<file path="src/rtl/fetch_stage.sv">
// Instruction fetch stage: owns the PC, reads the combinational instruction memory,
// and hands {pc, word} to decode over valid/ready. Bad fetches/redirects halt it until reset.
module fetch_stage #(
  parameter logic [31:0] RESET_PC   = 32'h0000_0000,
  parameter int unsigned IMEM_BYTES = 80
) (
  input  logic        clk,
  input  logic        rst,
  output logic [31:0] imem_addr,
  input  logic [31:0] imem_data,
  input  logic        redirect_valid,
  input  logic [31:0] redirect_pc,
  output logic        out_valid,
  input  logic        out_ready,
  output logic [31:0] out_pc,
  output logic [31:0] out_ins,
  output logic        fault,
  output logic [31:0] fault_pc
);

  localparam logic [31:0] LAST_PC = 32'(IMEM_BYTES - 4);

  typedef enum logic {ST_RUN, ST_HALT} state_e;

  state_e      state_q, state_d;
  logic [31:0] pc_q, pc_d;
  logic        out_valid_q, out_valid_d;
  logic [31:0] out_pc_q, out_pc_d;
  logic [31:0] out_ins_q, out_ins_d;
  logic [31:0] fault_pc_q, fault_pc_d;
  logic        can_load;

  function automatic logic in_range(input logic [31:0] addr);
    return addr <= LAST_PC;
  endfunction

  function automatic logic aligned(input logic [31:0] addr);
    return addr[1:0] == 2'b00;
  endfunction

  assign can_load = !out_valid_q || out_ready;

  always_comb begin
    state_d     = state_q;
    pc_d        = pc_q;
    out_valid_d = out_valid_q;
    out_pc_d    = out_pc_q;
    out_ins_d   = out_ins_q;
    fault_pc_d  = fault_pc_q;
    unique case (state_q)
      // Halted: only drain the held word; redirects are ignored and nothing new is fetched.
      ST_HALT: begin
        if (can_load) out_valid_d = 1'b0;
      end
      default: begin
        if (redirect_valid) begin
          out_valid_d = 1'b0;
          if (!aligned(redirect_pc) || !in_range(redirect_pc)) begin
            state_d    = ST_HALT;
            fault_pc_d = redirect_pc;
          end else begin
            pc_d = redirect_pc;
          end
        end else if (can_load) begin
          if (!in_range(pc_q)) begin
            state_d     = ST_HALT;
            fault_pc_d  = pc_q;
            out_valid_d = 1'b0;
          end else begin
            out_valid_d = 1'b1;
            out_pc_d    = pc_q;
            out_ins_d   = imem_data;
            pc_d        = pc_q + 32'd4;
          end
        end
      end
    endcase
  end

  always_ff @(posedge clk) begin
    if (rst) begin
      state_q     <= ST_RUN;
      pc_q        <= RESET_PC;
      out_valid_q <= 1'b0;
      out_pc_q    <= 32'd0;
      out_ins_q   <= 32'd0;
      fault_pc_q  <= 32'd0;
    end else begin
      state_q     <= state_d;
      pc_q        <= pc_d;
      out_valid_q <= out_valid_d;
      out_pc_q    <= out_pc_d;
      out_ins_q   <= out_ins_d;
      fault_pc_q  <= fault_pc_d;
    end
  end

  assign imem_addr = pc_q;
  assign out_valid = out_valid_q;
  assign out_pc    = out_pc_q;
  assign out_ins   = out_ins_q;
  assign fault     = (state_q == ST_HALT);
  assign fault_pc  = fault_pc_q;

endmodule
</file>
<file path="config.mk">
export PLATFORM = sky130hd
export DESIGN_NAME = fetch_stage
export DESIGN_NICKNAME = d
export VERILOG_FILES = /design/src/rtl/fetch_stage.sv
export SDC_FILE = /design/constraint.sdc
export NUM_CORES = 1
export LEC_CHECK = 0
export CAP_MARGIN = 10
export CORE_AREA = 8 8 119 110
export DETAILED_ROUTE_END_ITERATION = 12
export DIE_AREA = 0 0 127 118
export PLACE_DENSITY = 0.84
export SKIP_LAST_GASP = 1
export SYNTH_ARGS = -nofsm -noshare
export SYNTH_HDL_FRONTEND = slang
export SYNTH_SLANG_ARGS = --single-unit
</file>
<file path="constraint.sdc">
create_clock -name clk -period 4.83 [get_ports clk]
set_input_delay 0.483 -clock clk [delete_from_list [all_inputs] [get_ports clk]]
set_output_delay 0.483 -clock clk [all_outputs]
set_load 0.03 [all_outputs]
</file>
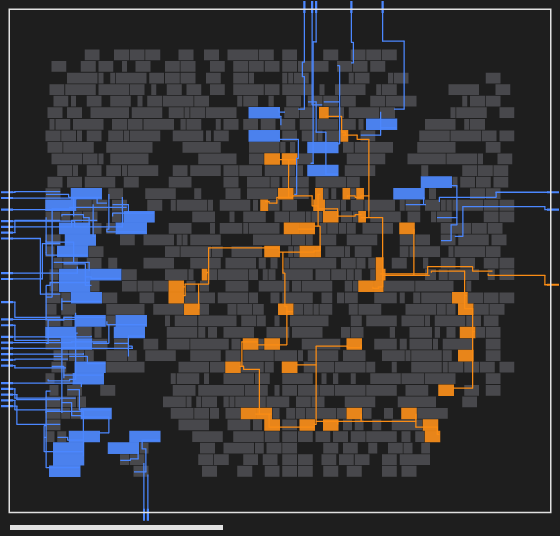
io_fan.png
Scale bar: 50 um.
legend:
  blue:
    port: `out_pc`
    direction: output
    edge: 23 left, 5 top, 2 right, 2 bottom
    end_cells: 32
    buffers: 32
    wire: 1180 um
  orange:
    port: `redirect_valid`
    direction: input
    edge: right
    end_cells: 46
    buffers: 2
    wire: 433 um

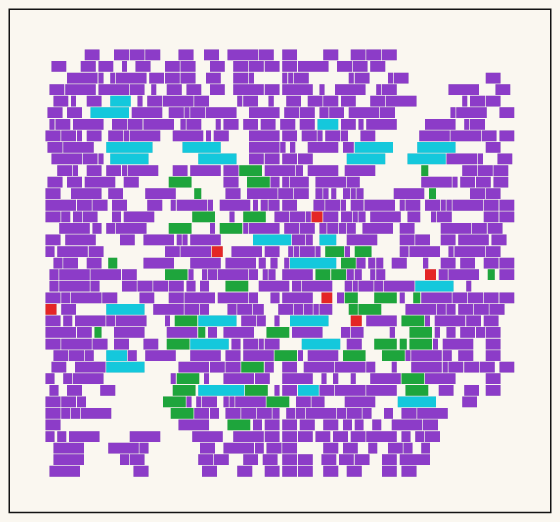
sizes.png
legend:
  red:
    size: _3 and _4 cells
    cells: 6
    most_used: buf_4
  purple:
    size: _0 and _1 cells
    cells: 592
    most_used: clkdlybuf4s50_1
  green:
    size: _2 cells
    cells: 47
    most_used: a221oi_2
  cyan:
    size: _6 and larger
    cells: 25
    most_used: clkbuf_16
area delta synth->final: 51.67%
Final Instance Area: 7661 sq um
Signal buffers: 202

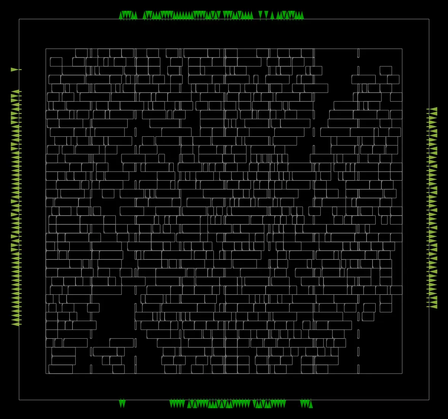
placement.png
num rows: 37
number of fill cells in the layout: 834
post-layout instance count excluding filler cells: 806

==> run notes <==
Implementation numbers.

- Recorded from the global router log, the overflow total was 0.
- The number of antenna diodes in the final layout is 0.
- The internal reg-to-reg setup slack is 1400 ps.
- Counting flops with a built-in enable in the synthesized netlist gives 0.
- Once detailed placement completed, the half-perimeter wirelength came to 11300 um.
- The total setup violations reported at the end of the flow reads 0.
- The synthesized instance count reads 468.
- The type of the tightest min-delay check reads in -> reg.
- The standby leakage power reads 0.002933 uW.
- The post-CTS setup repair buffer count is 0.
- The number of instances in the placed design is 773.
- Per STA, the startpoint of the critical path is imem_addr[2].
- The origin of the critical flop-to-flop path is imem_addr[2].
- In this design, the stage delay of the slowest critical-path cell is 950 ps.
- The area share of the leading cell type in the synthesized netlist reads 51.52%.
- The floorplan die width is 127 um.
- At floorplan, the net count of the design was reported as 537.
- The clock insertion delay at the later pin of the skew report is 410 ps.
- For this run, global-route usage on met1 was measured as 24.71%.
- The worst-case headroom to the max-slew limit reads 29.21%.
- The buffer and inverter count on the worst path reads 0.
- The library cell used most frequently in the layout, excluding fill and tap cells, is clkdlybuf4s50_1.
- Ranking logic cells in the layout by count gives the top entries clkdlybuf4s50_1 (195), dfxtp_1 (130), nor2_1 (77).
- The tap cell count reads 136.
- The worst hold endpoint reads out_ins[27].
- The number of clock buffer instances in the layout reads 21.
- The flow ran to the end, and the final reports show no timing, DRC or antenna violations.
- The arrival time of data at the critical path endpoint reads 3740 ps.
- The met3 track utilization from global routing reads 9.330%.
- The leading register cell type out of synthesis is dfxtp_1.
- The count of endpoints failing hold in the final timing report is 0.
- Dividing total power by cell area gives a power density of 380.1 nW/um^2.
- The power in combinational cells is 442 uW.
- The ratio of final minimum period to clock period reads 71.06%.
- The heaviest power group is clock.
- The post-cts sizing count reads 0.
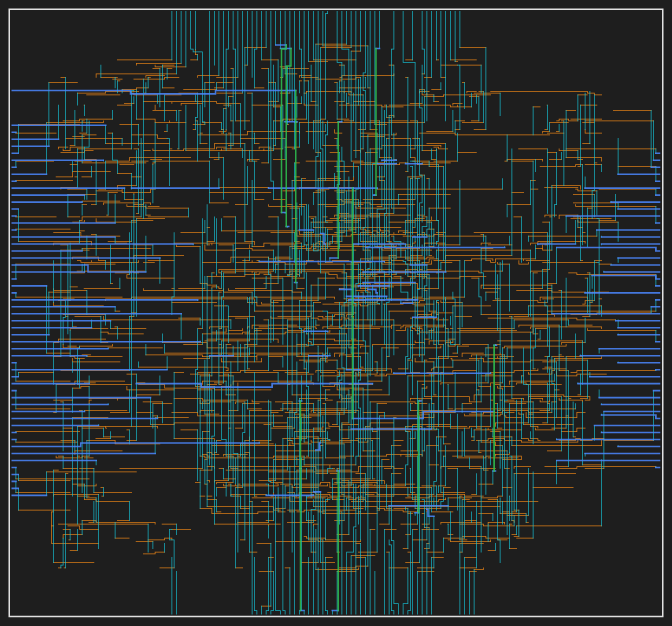
wires.png
legend:
  green:
    layer: metal 4
    wire_length: 321 um
  blue:
    layer: metal 3
    wire_length: 1580 um
  orange:
    layer: metal 1
    wire_length: 6360 um
  cyan:
    layer: metal 2
    wire_length: 7550 um
global-route total usage across every layer: 21.42%
routed wirelength normalized by instance count: 19.62 um
WL final: 15820 um
overall via count from detail_route: 4372

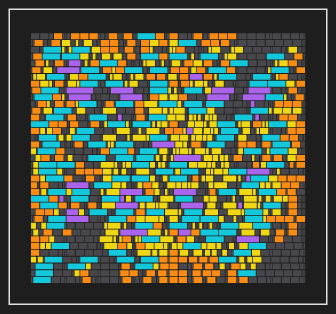
placement_by_type.png
Fill, decap, tap and diode cells in grey.
legend:
  yellow:
    class: combinational and other logic
    cells: 306
  purple:
    class: clock drivers and dummy loads
    cells: 32
  cyan:
    class: flops
    cells: 130
  orange:
    class: other buffers and delay cells
    cells: 202
Core Footprint: 11110 sq um
post-route core utilization: 68.95%
sequential share of cell area: 33.97%

Power figures rest on the tool's default switching activity, not on a simulated workload.
